`src/rtl/uart_loop_fifo_if.sv`:
```
// uart_loop_fifo_if: RX-capture / TX-launch handshake and status bundle
// for uart_loop_fifo. Signal names are from the FIFO's point of view.
interface uart_loop_fifo_if #(
   parameter int ADDR_W = 4
) ();
   logic              i_Rx_DV;
   logic [7:0]        i_Rx_Byte;
   logic              i_Tx_Active;
   logic              i_Tx_Done;
   logic              i_Clear_Ovf;
   logic              o_Tx_DV;
   logic [7:0]        o_Tx_Byte;
   logic [ADDR_W:0]   o_Count;
   logic              o_Empty;
   logic              o_Full;
   logic              o_Overflow;

   // Environment side: UART RX/TX and control logic.
   modport master (
      output i_Rx_DV, i_Rx_Byte, i_Tx_Active, i_Tx_Done, i_Clear_Ovf,
      input  o_Tx_DV, o_Tx_Byte, o_Count, o_Empty, o_Full, o_Overflow
   );

   // FIFO side.
   modport slave (
      input  i_Rx_DV, i_Rx_Byte, i_Tx_Active, i_Tx_Done, i_Clear_Ovf,
      output o_Tx_DV, o_Tx_Byte, o_Count, o_Empty, o_Full, o_Overflow
   );
endinterface

```
`src/rtl/uart_loop_fifo.sv`:
```
// uart_loop_fifo: circular byte FIFO between UART RX and TX in the loopback
// path. Every received byte is queued; a small sequencer launches one byte at
// a time into the transmitter and waits for its done strobe before the next.
module uart_loop_fifo #(
   parameter int DEPTH  = 16,
   parameter int ADDR_W = 4
) (
   input  logic            i_Clock,
   input  logic            i_Rst_n,
   uart_loop_fifo_if.slave bus
);

   localparam logic [ADDR_W:0]   C_FULL    = (ADDR_W+1)'(DEPTH);
   localparam logic [ADDR_W:0]   C_CNT_ONE = (ADDR_W+1)'(1);
   localparam logic [ADDR_W-1:0] C_PTR_ONE = ADDR_W'(1);

   // Two-bit encoding leaves spare codes; any of them falls back to idle.
   typedef enum logic [1:0] {
      S_IDLE      = 2'd0,
      S_WAIT_DONE = 2'd1
   } state_t;

   logic [7:0]        r_mem [DEPTH];
   logic [ADDR_W-1:0] r_wr_ptr;
   logic [ADDR_W-1:0] r_rd_ptr;
   logic [ADDR_W:0]   r_count;
   logic              r_empty;
   logic              r_full;
   logic              r_ovf;
   state_t            r_state;
   logic              r_tx_dv;
   logic [7:0]        r_tx_byte;

   logic              w_pop;
   logic              w_push;
   logic              w_drop;
   logic [ADDR_W:0]   w_count_nxt;

   // Pop only from idle with data present and the transmitter free; a push is
   // accepted at full when a pop frees a slot in the same cycle.
   always_comb begin
      w_pop       = (r_state == S_IDLE) && !r_empty && !bus.i_Tx_Active;
      w_push      = bus.i_Rx_DV && (!r_full || w_pop);
      w_drop      = bus.i_Rx_DV && r_full && !w_pop;
      w_count_nxt = r_count;
      if (w_push && !w_pop) begin
         w_count_nxt = r_count + C_CNT_ONE;
      end else if (w_pop && !w_push) begin
         w_count_nxt = r_count - C_CNT_ONE;
      end
   end

   // Byte storage; contents need no reset.
   always_ff @(posedge i_Clock) begin
      if (w_push) begin
         r_mem[r_wr_ptr] <= bus.i_Rx_Byte;
      end
   end

   // Pointers, occupancy and the flags decoded from the next occupancy.
   always_ff @(posedge i_Clock or negedge i_Rst_n) begin
      if (!i_Rst_n) begin
         r_wr_ptr <= '0;
         r_rd_ptr <= '0;
         r_count  <= '0;
         r_empty  <= 1'b1;
         r_full   <= 1'b0;
      end else begin
         if (w_push) begin
            r_wr_ptr <= r_wr_ptr + C_PTR_ONE;
         end
         if (w_pop) begin
            r_rd_ptr <= r_rd_ptr + C_PTR_ONE;
         end
         r_count <= w_count_nxt;
         r_empty <= (w_count_nxt == '0);
         r_full  <= (w_count_nxt == C_FULL);
      end
   end

   // Sticky overflow: a drop sets it and beats a simultaneous clear.
   always_ff @(posedge i_Clock or negedge i_Rst_n) begin
      if (!i_Rst_n) begin
         r_ovf <= 1'b0;
      end else if (w_drop) begin
         r_ovf <= 1'b1;
      end else if (bus.i_Clear_Ovf) begin
         r_ovf <= 1'b0;
      end
   end

   // Transmit sequencer: launch one byte, then hold until the TX done strobe.
   always_ff @(posedge i_Clock or negedge i_Rst_n) begin
      if (!i_Rst_n) begin
         r_state   <= S_IDLE;
         r_tx_dv   <= 1'b0;
         r_tx_byte <= 8'h00;
      end else begin
         r_tx_dv <= 1'b0;
         case (r_state)
            S_IDLE: begin
               if (w_pop) begin
                  r_tx_byte <= r_mem[r_rd_ptr];
                  r_tx_dv   <= 1'b1;
                  r_state   <= S_WAIT_DONE;
               end
            end
            S_WAIT_DONE: begin
               if (bus.i_Tx_Done) begin
                  r_state <= S_IDLE;
               end
            end
            default: r_state <= S_IDLE;
         endcase
      end
   end

   assign bus.o_Tx_DV    = r_tx_dv;
   assign bus.o_Tx_Byte  = r_tx_byte;
   assign bus.o_Count    = r_count;
   assign bus.o_Empty    = r_empty;
   assign bus.o_Full     = r_full;
   assign bus.o_Overflow = r_ovf;

endmodule

```
`src/flat_wrapper.sv`:
```
// flat-port wrapper written by rule: the top's interface ports become plain ports
module uart_loop_fifo_flat 
#(
   parameter int DEPTH  = 16,
   parameter int ADDR_W = 4
)
  (i_Clock, i_Rst_n, bus_i_Rx_DV, bus_i_Rx_Byte, bus_i_Tx_Active, bus_i_Tx_Done, bus_i_Clear_Ovf, bus_o_Tx_DV, bus_o_Tx_Byte, bus_o_Count, bus_o_Empty, bus_o_Full, bus_o_Overflow);
  uart_loop_fifo_if #(.ADDR_W(ADDR_W)) bus_i ();
  input  logic i_Clock;
  input  logic i_Rst_n;
  input wire logic [$bits(bus_i.i_Rx_DV)-1:0] bus_i_Rx_DV;
  input wire logic [$bits(bus_i.i_Rx_Byte)-1:0] bus_i_Rx_Byte;
  input wire logic [$bits(bus_i.i_Tx_Active)-1:0] bus_i_Tx_Active;
  input wire logic [$bits(bus_i.i_Tx_Done)-1:0] bus_i_Tx_Done;
  input wire logic [$bits(bus_i.i_Clear_Ovf)-1:0] bus_i_Clear_Ovf;
  output wire logic [$bits(bus_i.o_Tx_DV)-1:0] bus_o_Tx_DV;
  output wire logic [$bits(bus_i.o_Tx_Byte)-1:0] bus_o_Tx_Byte;
  output wire logic [$bits(bus_i.o_Count)-1:0] bus_o_Count;
  output wire logic [$bits(bus_i.o_Empty)-1:0] bus_o_Empty;
  output wire logic [$bits(bus_i.o_Full)-1:0] bus_o_Full;
  output wire logic [$bits(bus_i.o_Overflow)-1:0] bus_o_Overflow;
  assign bus_i.i_Rx_DV = bus_i_Rx_DV;
  assign bus_i.i_Rx_Byte = bus_i_Rx_Byte;
  assign bus_i.i_Tx_Active = bus_i_Tx_Active;
  assign bus_i.i_Tx_Done = bus_i_Tx_Done;
  assign bus_i.i_Clear_Ovf = bus_i_Clear_Ovf;
  assign bus_o_Tx_DV = bus_i.o_Tx_DV;
  assign bus_o_Tx_Byte = bus_i.o_Tx_Byte;
  assign bus_o_Count = bus_i.o_Count;
  assign bus_o_Empty = bus_i.o_Empty;
  assign bus_o_Full = bus_i.o_Full;
  assign bus_o_Overflow = bus_i.o_Overflow;
  uart_loop_fifo #(.DEPTH(DEPTH), .ADDR_W(ADDR_W)) u_core (.i_Clock(i_Clock), .i_Rst_n(i_Rst_n), .bus(bus_i));
endmodule
```
`config.mk`:
```
export PLATFORM = sky130hd
export DESIGN_NAME = uart_loop_fifo_flat
export DESIGN_NICKNAME = d
export VERILOG_FILES = /design/src/rtl/uart_loop_fifo_if.sv /design/src/rtl/uart_loop_fifo.sv /design/src/flat_wrapper.sv
export SDC_FILE = /design/constraint.sdc
export NUM_CORES = 1
export LEC_CHECK = 0
export CAP_MARGIN = 5
export CORE_MARGIN = 8
export CORE_UTILIZATION = 55
export CTS_BUF_LIST = sky130_fd_sc_hd__clkbuf_4 sky130_fd_sc_hd__clkbuf_8
export CTS_CLUSTER_SIZE = 16
export DETAILED_ROUTE_END_ITERATION = 10
export PLACE_DENSITY = 0.84
export SLEW_MARGIN = 20
export SYNTH_ARGS = -nofsm -noshare
export SYNTH_HDL_FRONTEND = slang
export SYNTH_SLANG_ARGS = --single-unit
```
`constraint.sdc`:
```
create_clock -name i_Clock -period 4.03 [get_ports i_Clock]
set_input_delay 1.0075 -clock i_Clock [delete_from_list [all_inputs] [get_ports i_Clock]]
set_output_delay 1.0075 -clock i_Clock [all_outputs]
set_load 0.01 [all_outputs]
```
**Selected gate families**

(4 px per µm)
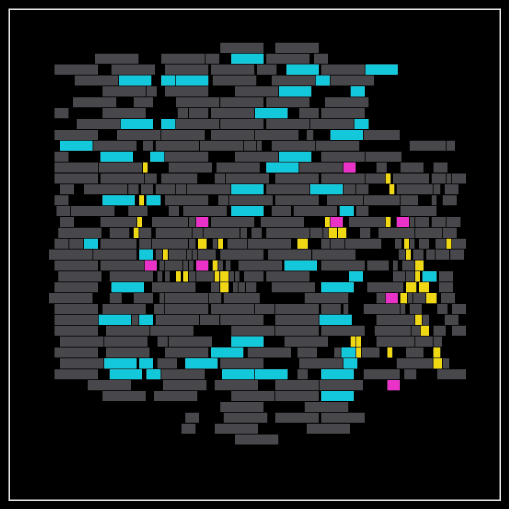
family	color	cells	most used
XOR/XNOR gates	magenta	8	xnor2_1
multiplexers	cyan	48	mux4_2
NAND gates	yellow	37	nand2_1
Comb area share: 0.2232
Non-Filler Instances: 535
most frequent logic cell in the layout: edfxtp_1

**Routing congestion map**

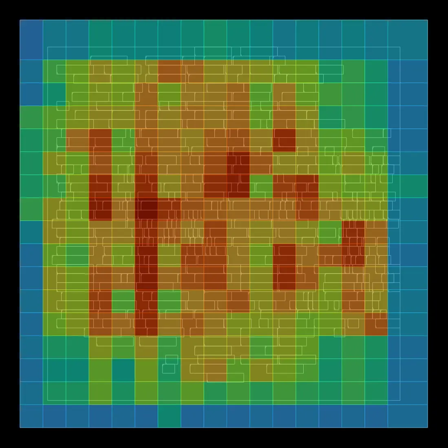
routed len/inst: 22.69 µm
GR Layer Usage met3: 0.04692
grt met1 use: 0.2299
met2 usage: 0.2709
end-of-flow core utilization: 0.6304

**Met1 routing**

(3 px per µm) Supply wires on this layer in gray.
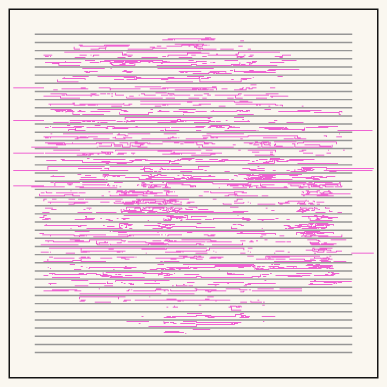
share of all routed wire	42%
nets with wire on the layer	368
Post-Route WL: 12.14 mm
via count: 3227

**Close-up of the layout**

Region (46, 71) to (76, 101) µm. Cells in gray, sequential cells in the stronger gray; small squares are vias.
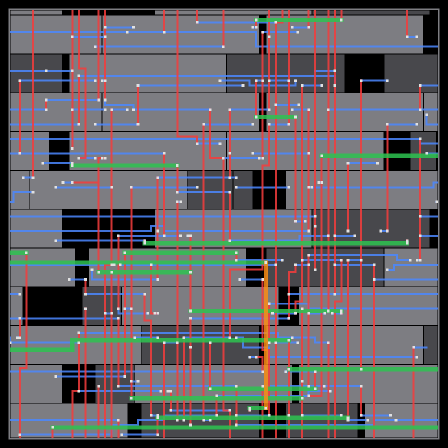
layer	color
met3	green
met4	orange
met2	red
met1	blue
cells with their middle in the window	33
most frequent	edfxtp_1 (20), mux4_2 (5), clkbuf_8 (3)
netlist names of flops here include	u_core.r_mem (20)
sequential cells in the window	20

==> changes_impl.md <==
### Metrics

- Result of the run: finished clean
- Max stage delay on crit path: 0.63 ns
- Final min period: 2.944 ns
- Fill count: 769
- Power Internal: roughly 3300 µW
- Finish-stage setup viols: 0
- Pwr Density: 672.4 nW/µm²
- Critical path arrival: 3.01 ns
- Post-DP HPWL: 7.723 mm
- All-layer global routing usage: 0.1734
- Largest net degree at the start of global routing: 34
- Area Overhead vs Synth: 13.74%
- Main synth FF type: edfxtp_1
- Post-synth ARST share: 0.1688
- Worst-path clk slew: 0.08 ns
- Most numerous cell in the Yosys netlist: edfxtp_1
- Multi-In Gates: around 160
- Hold WC Path Type: reg -> reg
- WHS: about 0.52 ns
- Worst-case clock buffer depth: 2
- Worst-case reg-to-reg path depth: 5
- Final Skew: around 0.0091 ns
- Synth top cells by count: 128 x edfxtp_1, 31 x mux4_2, 25 x dfrtp_1
- Seq/total area: 0.6355
- Core Region: 11220 µm²
- Final setup margin: between 1 and 1.5 ns
- Metal2 WL: 5.853 mm
- Resize count post-CTS: 0
- Synth Warn #: 0
- Count of tool warnings: 30
- Layout clock buffers: 19
- Setup TNS: 0 ns
- Largest register by flop count: u_core.r_mem
- Worst-path fanout max: 8
- Comb. pwr: 1420 µW
- Syn avg cell area: 18.51 µm²
- Top class by area: registers
- Buffering overhead: 0.05623
- Logic inverters: 9
- # Taps: 143
- H-Tree Depth: 4
- Share of cells above drive strength 1: 0.2117
- Non-clk bufs: 43
- CTS tree: built
- Die width: 122.4 µm
- Least-Margin Pin Slew: 0.9664 ns
- Area share, top type: 0.6179
- Min-Delay Endpoint: u_core.bus.o_Tx_Byte[3]$_DFFE_PN0P_
- Cell area leaders: edfxtp_1 62%, mux4_2 11%, dfrtp_1 10%
Power figures rest on the tool's default switching activity, not on a simulated workload.
